**src/rtl/fetch_pkg.sv**
```systemverilog
// rtl/fetch_pkg.sv - shared types, constants and bounds helper for the fetch path
package fetch_pkg;

   localparam int BYTE_SIZE   = 8;
   localparam int INSTR_BYTES = 4;
   localparam int INSTR_SIZE  = 32;

   typedef enum logic [2:0] {
      S_IDLE,
      S_LEN_RD,
      S_LEN_CAP,
      S_FETCH,
      S_PRESENT,
      S_DONE
   } fetch_state_t;

   // A whole word at pc must end inside the image and inside the ROM
   function automatic logic word_fits(input int pc, input int len, input int mem_bytes);
      return ((pc + INSTR_BYTES) <= len) && ((pc + INSTR_BYTES) <= mem_bytes);
   endfunction

endpackage

```
**src/rtl/fetch_controller_if.sv**
```systemverilog
// rtl/fetch_controller_if.sv - instruction handshake and PC redirect bus toward decode
interface fetch_controller_if #(
   parameter int ADDR_W = 7
);
   import fetch_pkg::*;

   logic [INSTR_SIZE-1:0] instr;
   logic [ADDR_W-1:0]     instr_pc;
   logic                  instr_valid;
   logic                  instr_ready;
   logic                  redirect_valid;
   logic [ADDR_W-1:0]     redirect_pc;

   modport master (
      output instr, instr_pc, instr_valid,
      input  instr_ready, redirect_valid, redirect_pc
   );

   modport slave (
      input  instr, instr_pc, instr_valid,
      output instr_ready, redirect_valid, redirect_pc
   );

endinterface

```
**src/rtl/fetch_controller.sv**
```systemverilog
// rtl/fetch_controller.sv - byte-serial little-endian instruction fetch with PC redirect
module fetch_controller
   import fetch_pkg::*;
#(
   parameter int MEM_BYTES = 128,
   parameter int ADDR_W    = $clog2(MEM_BYTES)
) (
   input  logic                 clk,
   input  logic                 rst,
   input  logic                 i_start,
   output logic [ADDR_W-1:0]    o_mem_addr,
   input  logic [BYTE_SIZE-1:0] i_mem_rdata,
   output logic                 o_busy,
   output logic                 o_done,
   fetch_controller_if.master   bus
);

   fetch_state_t          r_state;
   logic [ADDR_W-1:0]     r_pc;
   logic [2:0]            r_k;
   logic [BYTE_SIZE-1:0]  r_len;
   logic [23:0]           r_lo;
   logic [INSTR_SIZE-1:0] r_instr;
   logic [ADDR_W-1:0]     r_instr_pc;
   logic                  r_valid;
   logic                  r_busy;
   logic                  r_done;

   logic [ADDR_W:0]       w_seq_pc;
   logic [ADDR_W:0]       w_jump_pc;
   logic                  w_jump_ok;
   logic                  w_first_ok;
   logic                  w_jump;

   // Next-PC selection: redirect beats sequential advance; bounds use the latched length
   always_comb begin
      w_seq_pc   = {1'b0, r_pc} + (ADDR_W+1)'(INSTR_BYTES);
      w_jump_pc  = bus.redirect_valid ? {1'b0, bus.redirect_pc} : w_seq_pc;
      w_jump_ok  = word_fits(int'(w_jump_pc), int'(r_len), MEM_BYTES);
      w_first_ok = word_fits(1, int'(i_mem_rdata), MEM_BYTES);
      case (r_state)
         S_FETCH:   w_jump = bus.redirect_valid;
         S_PRESENT: w_jump = bus.redirect_valid || bus.instr_ready;
         S_DONE:    w_jump = bus.redirect_valid && !i_start;
         default:   w_jump = 1'b0;
      endcase
   end

   // ROM address: byte 0 outside FETCH, otherwise the byte currently being requested
   always_comb begin
      o_mem_addr = '0;
      if (r_state == S_FETCH && r_k < 3'd4) begin
         o_mem_addr = r_pc + ADDR_W'(r_k);
      end
   end

   // Fetch sequencer with registered handshake and status outputs
   always_ff @(posedge clk or posedge rst) begin
      if (rst) begin
         r_state    <= S_IDLE;
         r_pc       <= '0;
         r_k        <= '0;
         r_len      <= '0;
         r_lo       <= '0;
         r_instr    <= '0;
         r_instr_pc <= '0;
         r_valid    <= 1'b0;
         r_busy     <= 1'b0;
         r_done     <= 1'b0;
      end else if (w_jump) begin
         // Any partial word is abandoned; the byte counter restarts at the new PC
         r_pc    <= w_jump_pc[ADDR_W-1:0];
         r_k     <= '0;
         r_valid <= 1'b0;
         if (w_jump_ok) begin
            r_state <= S_FETCH;
            r_busy  <= 1'b1;
            r_done  <= 1'b0;
         end else begin
            r_state <= S_DONE;
            r_busy  <= 1'b0;
            r_done  <= 1'b1;
         end
      end else begin
         case (r_state)
            S_IDLE: begin
               if (i_start) begin
                  r_state <= S_LEN_RD;
                  r_busy  <= 1'b1;
               end
            end
            S_LEN_RD: r_state <= S_LEN_CAP;
            S_LEN_CAP: begin
               r_len <= i_mem_rdata;
               r_pc  <= ADDR_W'(1);
               r_k   <= '0;
               if (w_first_ok) begin
                  r_state <= S_FETCH;
               end else begin
                  r_state <= S_DONE;
                  r_busy  <= 1'b0;
                  r_done  <= 1'b1;
               end
            end
            S_FETCH: begin
               if (r_k == 3'd4) begin
                  r_instr    <= {i_mem_rdata, r_lo};
                  r_instr_pc <= r_pc;
                  r_valid    <= 1'b1;
                  r_state    <= S_PRESENT;
               end else begin
                  // Bytes arrive b0 first; shifting in from the top leaves {b2,b1,b0}
                  if (r_k != 3'd0) begin
                     r_lo <= {i_mem_rdata, r_lo[23:8]};
                  end
                  r_k <= r_k + 3'd1;
               end
            end
            S_PRESENT: ;
            S_DONE: begin
               if (i_start) begin
                  r_state <= S_LEN_RD;
                  r_busy  <= 1'b1;
                  r_done  <= 1'b0;
               end
            end
            default: r_state <= S_IDLE;
         endcase
      end
   end

   assign bus.instr       = r_instr;
   assign bus.instr_pc    = r_instr_pc;
   assign bus.instr_valid = r_valid;
   assign o_busy          = r_busy;
   assign o_done          = r_done;

endmodule

```
**src/flat_wrapper.sv**
```systemverilog
// flat-port wrapper written by rule: the top's interface ports become plain ports
module fetch_controller_flat import fetch_pkg::*;
#(
   parameter int MEM_BYTES = 128,
   parameter int ADDR_W    = $clog2(MEM_BYTES)
)
  (clk, rst, i_start, o_mem_addr, i_mem_rdata, o_busy, o_done, bus_instr, bus_instr_pc, bus_instr_valid, bus_instr_ready, bus_redirect_valid, bus_redirect_pc);
  fetch_controller_if #(.ADDR_W(ADDR_W)) bus_i ();
  input  logic clk;
  input  logic rst;
  input  logic i_start;
  output logic [ADDR_W-1:0] o_mem_addr;
  input  logic [BYTE_SIZE-1:0] i_mem_rdata;
  output logic o_busy;
  output logic o_done;
  output wire logic [$bits(bus_i.instr)-1:0] bus_instr;
  output wire logic [$bits(bus_i.instr_pc)-1:0] bus_instr_pc;
  output wire logic [$bits(bus_i.instr_valid)-1:0] bus_instr_valid;
  input wire logic [$bits(bus_i.instr_ready)-1:0] bus_instr_ready;
  input wire logic [$bits(bus_i.redirect_valid)-1:0] bus_redirect_valid;
  input wire logic [$bits(bus_i.redirect_pc)-1:0] bus_redirect_pc;
  assign bus_instr = bus_i.instr;
  assign bus_instr_pc = bus_i.instr_pc;
  assign bus_instr_valid = bus_i.instr_valid;
  assign bus_i.instr_ready = bus_instr_ready;
  assign bus_i.redirect_valid = bus_redirect_valid;
  assign bus_i.redirect_pc = bus_redirect_pc;
  fetch_controller #(.MEM_BYTES(MEM_BYTES), .ADDR_W(ADDR_W)) u_core (.clk(clk), .rst(rst), .i_start(i_start), .o_mem_addr(o_mem_addr), .i_mem_rdata(i_mem_rdata), .o_busy(o_busy), .o_done(o_done), .bus(bus_i));
endmodule
```
**config.mk**
```make
export PLATFORM = sky130hd
export DESIGN_NAME = fetch_controller_flat
export DESIGN_NICKNAME = d
export VERILOG_FILES = /design/src/rtl/fetch_pkg.sv /design/src/rtl/fetch_controller_if.sv /design/src/rtl/fetch_controller.sv /design/src/flat_wrapper.sv
export SDC_FILE = /design/constraint.sdc
export NUM_CORES = 1
export LEC_CHECK = 0
export ABC_AREA = 1
export CAP_MARGIN = 20
export CORE_MARGIN = 5
export CORE_UTILIZATION = 59
export CTS_BUF_LIST = sky130_fd_sc_hd__clkbuf_8
export DETAILED_ROUTE_END_ITERATION = 12
export GPL_TIMING_DRIVEN = 0
export PLACE_DENSITY = 0.94
export SLEW_MARGIN = 20
export SYNTH_ARGS = -nofsm -noshare
export SYNTH_HDL_FRONTEND = slang
export SYNTH_SLANG_ARGS = --single-unit
```
**constraint.sdc**
```tcl
create_clock -name clk -period 4.33 [get_ports clk]
set_input_delay 0.6495 -clock clk [delete_from_list [all_inputs] [get_ports clk]]
set_output_delay 0.6495 -clock clk [all_outputs]
set_load 0.02 [all_outputs]
```
==> run_1/registers.png <==
(4 px per µm) Other sequential cells in the stronger grey, the rest of the logic in the fainter grey.
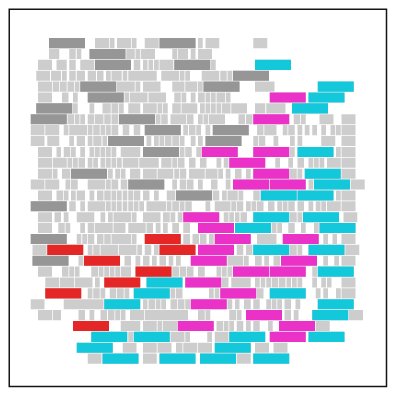
legend:
  magenta:
    netlist_name: u_core.r_lo
    flops: 24
  red:
    netlist_name: u_core.r_len
    flops: 8
  cyan:
    netlist_name: u_core.bus.instr
    flops: 32
not coloured: 23

==> run_1/zoom.png <==
Region (58, 58) to (83, 83) µm. Cells in grey, sequential cells in the stronger grey; small squares are vias.
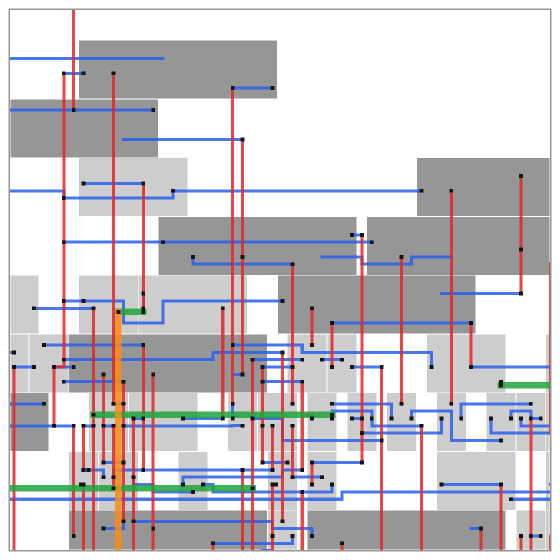
legend:
  green:
    layer: met3
  orange:
    layer: met4
  blue:
    layer: met1
  red:
    layer: met2
most frequent: nand2_1 (12), dfrtp_1 (9), o21ai_0 (4)
sequential cells in the window: 9
netlist names of flops here include: u_core.bus.instr (5), u_core.r_lo (3)
cells with their middle in the window: 34

==> run_1/final_congestion.png <==
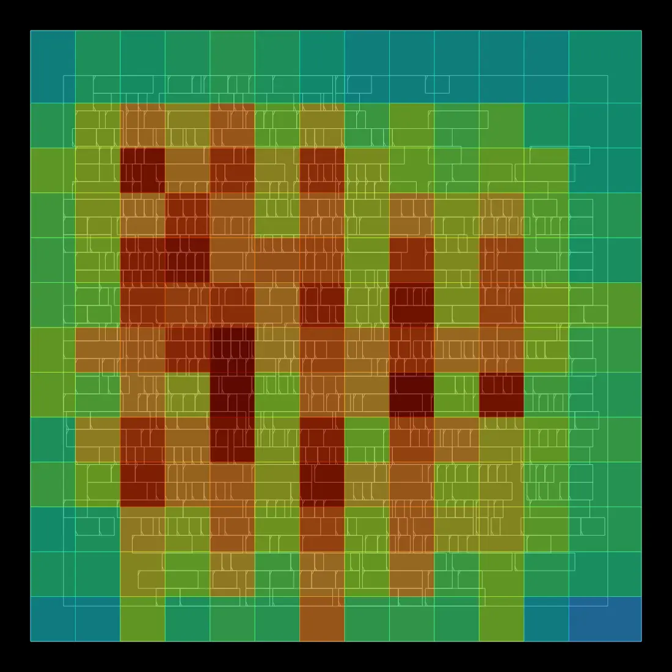
Final Util: 0.760
gr usage total: 0.244

==> results.toml, run 1 <==
# flow metrics
[worst_setup_path]
crit_required_ns = 4.58
cp-end-kind = "flip-flop"
crit_path_start_kind = "primary input"
critPathMaxStageDelay_ns = 0.60
reg2reg_slack_ns = 1.01
critPathLaunch = "bus_redirect_valid"
cp.arrival_ns = 3.68
crit_chain = "clkdlybuf4s50_1, inv_2, nand2_1, o21ai_2, inv_1, ha_1, inv_1, a21oi_1, nand3_1, nand2_1, inv_1, ha_1, nand2_1, nor2_1, nand3_1, o21ai_0, nand3_2, nand2_1, nand2_1"
crit_end = "u_core.o_done"
worstSetupPathType = "primary input to flip-flop"
cp_num_cells = 19
r2r-end = "u_core.o_done"
worst-path-buf-inv = 5
crit_family = "simple AND/OR/NAND/NOR gates"

[synth]
mux_share = 0
top_logic_kind = "simple AND/OR/NAND/NOR gates"
synth.ff_latch_count = 87
synth-compound-area-share = 0.131
synth_top_cell_by_count = "nand2_1"
area_leaders = "dfrtp_1 52%, nand2_1 13%, o21ai_0 8.2%"
ys_cells = 491
top_area_frac = 0.523
syn_inst = 491
synthArstFlopShare = 1.00
avgSynthCellArea_um2 = 8.47
fa_ha_area_frac = 0.0529
ys_seq_frac = 0.523
syn-cell-area_um2 = 4160
xor_share = 0.00211
synth-edff-count = 0
ys_chip_area_um2 = 4160
fp_nets = 528

[power_and_ir_drop]
p_per_area_nw_per_um2 = 544
pwr-share-clk = 0.207
seq-power_uw = 1180
maxPowerGroup = "registers"
switching_share = 0.396
finalPower_uw = 2830
switchingPower_uw = 1120
intPower_uw = 1710
clk-power_uw = 586
power.leakage_uw = 0.00259
seqPwrFrac = 0.417

[final_timing]
setup_tns_ns = 0
fmax_mhz = 291
layout_min_cycle_time_ns = 3.43
worst_slew_pin_slew_ns = 0.533
drv_slew = 0
finalClockPeriodUsage = 0.793
max_slew_margin = 0.645
rsz0062_at_grt = "false"
setup_slack_ns = 0.896

[detailed_routing]
firstDrtPassIters = 6
drt-met1-wl_um = 4080
wl_met2_um = 4870
num_vias = 3676
ant_nets = 0
wirelength_um = 10000
viasPerCell = 5.47
wire_per_inst_um = 14.9

[clocking]
cts-root-buf = "clkbuf_8"
cts_hold_buf = 0
ctsResizeCount = 0
cts_buffers = 9
cts_sinks = 87
insertion_delay_ns = 0.36
cts.path.max_buffers = 2
clk_pin_slew_ns = 0.09

[cells_and_area]
seq_share = 0.419
clockNetworkAreaShare = 0.0393
largest_register_ffs = 32
area_growth_pct = 24.9
buffer_area_frac = 0.153
comb_area_um2 = 1620
inverters = 73
clock_buffers = 9
nNonClkBuffers = 85
largest_class = "sequential cells"
drive_above_1_share = 0.0747
final_nets = 608
comb-cell-share = 0.312
lay_top_count = "nand2_1"

[hold_path]
worstHoldPathType = "flip-flop to flip-flop"
hp-start = "u_core.bus.instr[7]"
hold-path-cell-count = 2

[floorplanning]
fp-row-count = 30
fp.dieArea_um2 = 8830
ios = 69
tap_cells = 96
initCoreUtil = 0.609

[placed_design]
dp.cells = 656
dp_hpwl_um = 7280
place_area_um2 = 4990
dp_slack_ns = 0.695
gp_congestion = 0.913

[run]
cap_violations = 0

[global_route]
antenna_found_initial = 0
grt_pass1_wl_um = 17200
use_met2 = 0.412
grt_pass1_vias = 3683
grt_util_met3 = 0.0433

[run_status]
status = "finished, final reports clean"
==> run 2, diff against run 1 <==
CORE_UTILIZATION = 55   (was 59)
PLACE_DENSITY = 0.89   (was 0.94)
clock period = 3.4 ns   (was 4.33 ns; I/O delays follow)
==> run_2/zoom.png <==
Region (60, 60) to (85, 85) µm. Cells in grey, sequential cells in the stronger grey; small squares are vias.
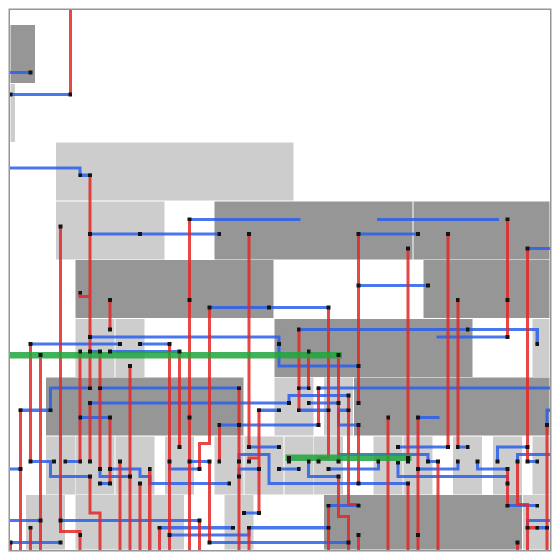
legend:
  green:
    layer: met3
  red:
    layer: met2
  blue:
    layer: met1
sequential cells in the window: 8
most frequent: nand2_1 (11), dfrtp_1 (8), o21ai_0 (5)
netlist names of flops here include: u_core.bus.instr (6), u_core.r_lo (2)
cells with their middle in the window: 30

==> results.toml, run 2 <==
# flow metrics
[run_status]
status = "finished, final reports clean"

[worst_setup_path]
cp.arrival_ns = 2.61
worst-path-buf-inv = 1
crit_chain = "ha_1, fa_1, nand2_1, nand2_1, nand3_1, nor3_1, nor3b_1, clkdlybuf4s50_1"
reg2reg_slack_ns = 0.50
crit_required_ns = 2.89
cp-end-kind = "output port"
crit_family = "adder cells"
crit_end = "o_mem_addr[6]"
crit_path_start_kind = "flip-flop"
worstSetupPathType = "flip-flop to output port"
r2r-end = "u_core.o_done"
r2r_start = "u_core.r_pc[3]"
cp_num_cells = 8
critPathLaunch = "u_core.r_k[0]"
critPathMaxStageDelay_ns = 0.63

[clocking]
cts_buffers = 9
insertion_delay_ns = 0.37
ctsResizeCount = 0
cts.path.max_buffers = 2
clk_pin_slew_ns = 0.08
cts_sinks = 87
cts_hold_buf = 0
cts-root-buf = "clkbuf_8"

[cells_and_area]
clock_buffers = 10
largest_register_ffs = 32
final_nets = 608
drive_above_1_share = 0.0747
post-route-util = 0.714
lay_top_count = "nand2_1"
comb-cell-share = 0.311
buffer_area_frac = 0.153
nNonClkBuffers = 85
clockNetworkAreaShare = 0.0409
mostFrequentLayoutCells = "140 x nand2_1, 87 x dfrtp_1, 69 x inv_1, 68 x clkdlybuf4s50_1, 66 x o21ai_0"
area_growth_pct = 25.2
comb_area_um2 = 1620
largest_class = "sequential cells"
seq_share = 0.418
inverters = 73

[synth]
synth.ff_latch_count = 87
ys_chip_area_um2 = 4160
synth-edff-count = 0
top_logic_kind = "simple AND/OR/NAND/NOR gates"
mux_share = 0
synthArstFlopShare = 1.00
synth-compound-area-share = 0.131
top_area_frac = 0.523
fa_ha_area_frac = 0.0529
ys_cells = 491
ys_seq_frac = 0.523
syn_inst = 491
xor_share = 0.00211
ys_sh_simple = 0.203
yosys.area.top_type = "dfrtp_1"
avgSynthCellArea_um2 = 8.47
area_leaders = "dfrtp_1 52%, nand2_1 13%, o21ai_0 8.2%"
fp_nets = 528

[detailed_routing]
ant_nets = 0
firstDrtPassIters = 5
num_vias = 3564
wirelength_um = 9920
drt-met1-wl_um = 4060
wire_per_inst_um = 14.7
viasPerCell = 5.28
wl_met2_um = 4940

[power_and_ir_drop]
intPower_uw = 2200
seqPwrFrac = 0.415
maxPowerGroup = "registers"
power.leakage_uw = 0.00260
switchingPower_uw = 1430
pwr-share-comb = 0.371
p_per_area_nw_per_um2 = 696
clk-power_uw = 775
switching_share = 0.394
seq-power_uw = 1500
pwr-share-clk = 0.214
finalPower_uw = 3620

[hold_path]
worstHoldPathType = "flip-flop to flip-flop"
hp-start = "u_core.bus.instr[2]"
hold-path-cell-count = 2

[final_timing]
max_slew_margin = 0.615
setup_tns_ns = 0
layout_min_cycle_time_ns = 3.12
drv_slew = 0
finalClockPeriodUsage = 0.916
setup_slack_ns = 0.284
worst_slew_pin_slew_ns = 0.578
rsz0062_at_grt = "false"
fmax_mhz = 321

[placed_design]
dp_slack_ns = -0.00706
dp_hpwl_um = 7350
gp_congestion = 0.896
place_area_um2 = 4990
dp.cells = 659

[floorplanning]
die_x_um = 97.0
core_area_um2 = 7290
ios = 69
fp.dieArea_um2 = 9400
initCoreUtil = 0.570
fp-row-count = 31

[global_route]
antenna_found_initial = 0
grt_pass1_vias = 3611
use_met2 = 0.370
grtUsageTotal = 0.218
grt_pass1_wl_um = 16900
grt_util_met3 = 0.0619

[run]
cap_violations = 0
Power figures rest on the tool's default switching activity, not on a simulated workload.
